==> config.mk <==
export PLATFORM = sky130hd
export DESIGN_NAME = uart_port_ctrl
export DESIGN_NICKNAME = d
export VERILOG_FILES = /design/src/rtl/uart_port_ctrl.sv
export SDC_FILE = /design/constraint.sdc
export NUM_CORES = 1
export LEC_CHECK = 0
export ABC_AREA = 1
export CAP_MARGIN = 20
export CORE_MARGIN = 5
export CORE_UTILIZATION = 48
export CTS_BUF_LIST = sky130_fd_sc_hd__clkbuf_8
export DETAILED_ROUTE_END_ITERATION = 10
export GPL_TIMING_DRIVEN = 0
export PLACE_DENSITY = 0.95
export SKIP_CTS_REPAIR_TIMING = 1
export SYNTH_ARGS = -nofsm -noshare
export SYNTH_HDL_FRONTEND = slang
export SYNTH_SLANG_ARGS = --single-unit
==> constraint.sdc <==
create_clock -name CLK -period 3.4 [get_ports CLK]
set_clock_uncertainty 0.2 [all_clocks]
set_input_delay 0.51 -clock CLK [delete_from_list [all_inputs] [get_ports CLK]]
set_output_delay 0.51 -clock CLK [all_outputs]
set_load 0.02 [all_outputs]
==> src/rtl/uart_port_ctrl.sv <==
// rtl/uart_port_ctrl.sv - memory-mapped port between a MEM-stage request and a byte-wide serial chip
//
// Purpose: decodes two register addresses (data, status) out of the load/store
// stream, stalls the pipeline while an access is in flight, and sequences the
// serial chip's rdn/wrn strobes and shared data bus around it.
//
// Ports:
//   CLK, RST                 clock, asynchronous active-high reset
//   req_read, req_write      MEM-stage load/store request, held until ack
//   addr, wdata              access address and store data (low byte sent)
//   sel, busy                combinational decode hit and pipeline stall
//   ack, rdata               one-cycle completion pulse and held load result
//   bus_in, bus_out, bus_oe  shared data bus towards the serial chip
//   data_ready, tbre, tsre   serial chip status inputs
//   rdn, wrn                 active-low read / write strobes
module uart_port_ctrl #(
    parameter logic [15:0] DATA_ADDR = 16'hBF00,
    parameter logic [15:0] STAT_ADDR = 16'hBF01,
    parameter int          RD_HOLD   = 2,
    parameter int          WR_PULSE  = 2
) (
    input  logic        CLK,
    input  logic        RST,
    input  logic        req_read,
    input  logic        req_write,
    input  logic [15:0] addr,
    input  logic [15:0] wdata,
    output logic        sel,
    output logic        ack,
    output logic [15:0] rdata,
    output logic        busy,
    input  logic [7:0]  bus_in,
    output logic [7:0]  bus_out,
    output logic        bus_oe,
    input  logic        data_ready,
    input  logic        tbre,
    input  logic        tsre,
    output logic        rdn,
    output logic        wrn
);

    localparam int CNT_W = 8;

    typedef enum logic [3:0] {
        IDLE, STAT, RD_WAIT, RD_LOW, WR_SETUP, WR_LOW, WR_HOLD, WR_TBRE, WR_TSRE, DONE
    } state_t;

    state_t             state_q, state_d;
    logic [CNT_W-1:0]   cnt_q, cnt_d;
    logic [15:0]        rdata_q, rdata_d;
    logic [7:0]         bus_out_q, bus_out_d;

    logic hit_data, hit_stat;
    logic wdata_unused;

    assign hit_data     = (addr == DATA_ADDR);
    assign hit_stat     = (addr == STAT_ADDR);
    assign wdata_unused = ^wdata[15:8];

    assign sel  = (req_read | req_write) & (hit_data | hit_stat);
    assign ack  = (state_q == DONE);
    assign busy = sel & ~ack;

    // Strobes and bus enable decode straight from the state register so that
    // an asynchronous reset releases them in the same instant it hits.
    assign rdn     = (state_q != RD_LOW);
    assign wrn     = (state_q != WR_LOW);
    assign bus_oe  = (state_q == WR_SETUP) | (state_q == WR_LOW) | (state_q == WR_HOLD);
    assign rdata   = rdata_q;
    assign bus_out = bus_out_q;

    always_ff @(posedge CLK or posedge RST) begin
        if (RST) begin
            state_q   <= IDLE;
            cnt_q     <= '0;
            rdata_q   <= 16'h0000;
            bus_out_q <= 8'h00;
        end else begin
            state_q   <= state_d;
            cnt_q     <= cnt_d;
            rdata_q   <= rdata_d;
            bus_out_q <= bus_out_d;
        end
    end

    always_comb begin
        state_d   = state_q;
        cnt_d     = cnt_q;
        rdata_d   = rdata_q;
        bus_out_d = bus_out_q;

        case (state_q)
            IDLE: begin
                if (sel) begin
                    // Write wins when both requests are raised together.
                    if (req_write) begin
                        if (hit_data) begin
                            // Byte captured at accept so it is already stable
                            // on the bus for the whole WR_SETUP cycle.
                            bus_out_d = wdata[7:0];
                            state_d   = WR_SETUP;
                        end else begin
                            state_d = DONE;
                        end
                    end else if (hit_data) begin
                        state_d = RD_WAIT;
                    end else begin
                        state_d = STAT;
                    end
                end
            end
            STAT: begin
                rdata_d = {14'b0, data_ready, tbre & tsre};
                state_d = DONE;
            end
            RD_WAIT: begin
                if (data_ready) begin
                    cnt_d   = CNT_W'(RD_HOLD - 1);
                    state_d = RD_LOW;
                end
            end
            RD_LOW: begin
                if (cnt_q == '0) begin
                    rdata_d = {8'h00, bus_in};
                    state_d = DONE;
                end else begin
                    cnt_d = cnt_q - CNT_W'(1);
                end
            end
            WR_SETUP: begin
                cnt_d   = CNT_W'(WR_PULSE - 1);
                state_d = WR_LOW;
            end
            WR_LOW: begin
                if (cnt_q == '0) begin
                    state_d = WR_HOLD;
                end else begin
                    cnt_d = cnt_q - CNT_W'(1);
                end
            end
            WR_HOLD: state_d = WR_TBRE;
            WR_TBRE: if (tbre) state_d = WR_TSRE;
            WR_TSRE: if (tsre) state_d = DONE;
            DONE:    state_d = IDLE;
            default: state_d = IDLE;
        endcase
    end

endmodule

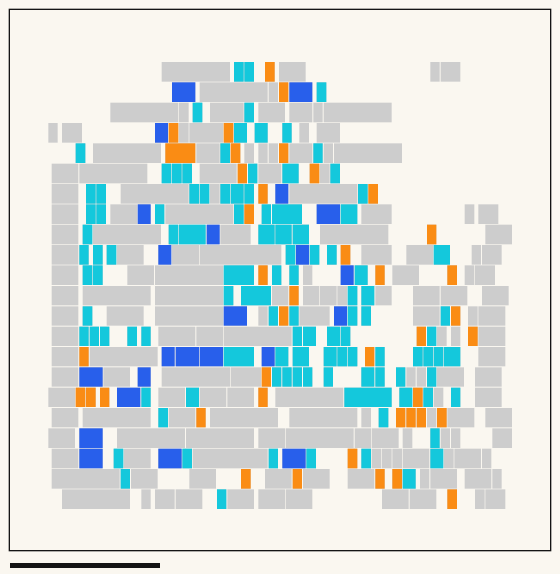
(images/gates.png)
Scale bar: 20 um.
[cyan] nand cells | cells: 109 | most used: nand2_1
[orange] inv cells | cells: 41 | most used: inv_1
[blue] aoi and oai cells | cells: 23 | most used: o21ai_2

==> results.ini <==
[outcome]
status = finished clean

[synthesis]
synthTopLogicFamily = simple AND/OR/NAND/NOR gates
ys.flops = 28
yosysWarnings = 0
syn_inst = 258
yosys.area_share.adder_pct = 1.35
synth-simple-area-share_pct = 37.2
synthMuxAreaShare_pct = 0
synthAoiAreaFrac_pct = 8.63
ys_types = 26
synth_stat.cells = 258
avgSynthCellArea_um2 = 7.19
synth_seq_share_pct = 37.8
yosys_area_um2 = 1860
syn_area_um2 = 1860

[timing]
setup-tns-final_ns = 0
fmax_mhz = 327
hold_violations = 0
setup_viol = 0
worst_slack_ns = 0.344
whs_ns = 0.279
fin_crit_sh_pct = 89.9
rsz0062_at_grt = false
maxSlewViolCount = 0
finalCriticalPeriod_ns = 3.06

[grt]
grt_pass1_wl_um = 7510
grt_max_degree = 29
grt_pass1_vias = 1789
gr-usage-all-layers_pct = 17.7
antenna_found_initial = 0

[drt]
wl_per_cell_um = 12.4
first_iter_violations = 102
drt.antenna.violating_nets = 0
via_per_inst = 4.84
wl_um = 4680
drc = 0
drt_pass1_iterations = 6
vias = 1830

[final_layout]
regArea_um2 = 701
buffers_excl_clock = 70
final_net_count = 380
fin_cells = 378
clock_buffers = 3
combGateArea_um2 = 948
sh_seq_area_pct = 26.5
fillers = 273
clock_area_share_pct = 2.70
fin_area_um2 = 2640
antenna_cells = 0
drive_gt1_share_pct = 14.2
comb_cells = 187
inv_count = 41
comb-cell-share_pct = 35.9
flop-count = 28
fin_util_pct = 71.1

[power_and_ir_drop]
switching_power_uw = 339
swShare_pct = 34.1
total_power_uw = 996
seq_power_share_pct = 38.9
clkPwrFrac_pct = 26.4
internal_power_uw = 656
power_density_nw_per_um2 = 377
combPwrFrac_pct = 34.8
vdd_ir_drop_max_mv = 0.453
p_leak_nw = 1.33

[clocking]
cts-root-buf = clkbuf_8
clockBufferDepth = 2
clk_latency_ns = 0.28
cts_tree = done
clk_pin_slew_worst_paths_ns = 0.10
cts_made_buffers = 3
cts_max_level = 1

[worst_setup_path]
rr_worst_depth = 7
reg2reg_slack_ns = 1.61
slowest_stage = clkdlybuf4s50_1
end_kind = primary output
crit_path_max_fanout = 3
worstReg2RegEnd = bus_out[3]
cp_common_cell = nor2_1
cp.arrival_ns = 2.35
cp.required_ns = 2.69
worstSetupEndpoint = busy
crit_type = primary input to primary output
cp.depth = 8
timing.rr.start = state_q[1]
cp-start-kind = primary input
cpLargestDelayFamily = buffers and inverters
critPathLaunch = addr[15]
max_stage_delay_ns = 0.61
worst-path-buf-inv = 3

[hold_path]
hold_class = primary input to async pin

[placement]
detailedPlace.worstSlack_ns = 0.324
postPlaceCellArea_um2 = 2540
port_buffers = 60
dp.cells = 373
dp_hpwl_um = 3550

[floorplan]
dieWidth_um = 72.2
initCoreUtil_pct = 49.9
pin_count = 77
core_area_um2 = 3720
rows = 22
die_h_um = 72.2
taps = 48
chip_area_um2 = 5210

[flow_run]
tool_warnings = 35
maxCapViolCount = 0

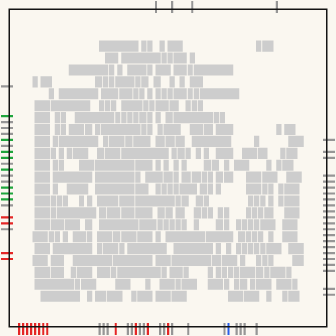
(images/pinout.png)
Pins as bars across the die edge, other pins in gray.
[green] bus_in | pins: 8 | direction: input | edge: left
[red] wdata | pins: 16 | direction: input | edge: 12 bottom, 4 left
[blue] req_write | pins: 1 | direction: input | edge: bottom

==> logic make-up after synthesis <==
logic type / Yosys count
and+or+nand+nor: 149
adders and majority gates: 2
AOI/OAI and AO/OA: 23
DFF: 28
xor gates and xnor gates: 5
other: 1
buffers and inverters: 50
==> routing by layer <==
metal | global-route usage, % | vias up | part of all wire, %
met1 | 19.9 | 829 | 38
met4 | 7.10 | 0 | 2.5
li1 | - | 920 | -
met2 | 32.0 | 69 | 51
met5 | 0 | - | 0
met3 | 4.29 | 12 | 8.3
==> power by group through the flow <==
stage	logic [mW]	registers (mW)	clock network, mW
2_1_floorplan	0.202	0.403	0
3_3_place_gp	0.329	0.389	0
3_5_place_dp	0.337	0.392	0
4_1_cts	0.341	0.385	0.263
5_1_grt	0.382	0.390	0.277
6_report	0.346	0.387	0.263
==> layout by cell type (no fill, tap or decap), drive strengths merged, types with 2 or more instances in the layout <==
| master | instances |
|---|---|
| a21oi | 3 |
| buf | 10 |
| clkbuf | 3 |
| clkdlybuf4s50 | 60 |
| conb | 8 |
| dfrtp | 28 |
| ha | 2 |
| inv | 41 |
| nand2 | 89 |
| nand3 | 16 |
| nand4 | 4 |
| nor2 | 38 |
| o21ai | 20 |
| xor2 | 5 |
==> synth_stat cells, drive strengths merged <==
library cell | number | area, um2
nand2 | 89 | 374
inv | 41 | 161
nor2 | 38 | 180
dfrtp | 28 | 701
o21ai | 20 | 141
nand3 | 16 | 97.6
buf | 9 | 71.3
xor2 | 5 | 43.8
nand4 | 4 | 25.0
a21oi | 3 | 18.8
ha | 2 | 25.0
and2 | 1 | 6.26
conb | 1 | 3.75
nor4 | 1 | 6.26
==> sequential cells by signal, indices dropped and copies added (netlist names) <==
signal   count
bus_out      8
cnt_q        8
state_q      4
rdata        8
Power and IR drop assume default switching activity.
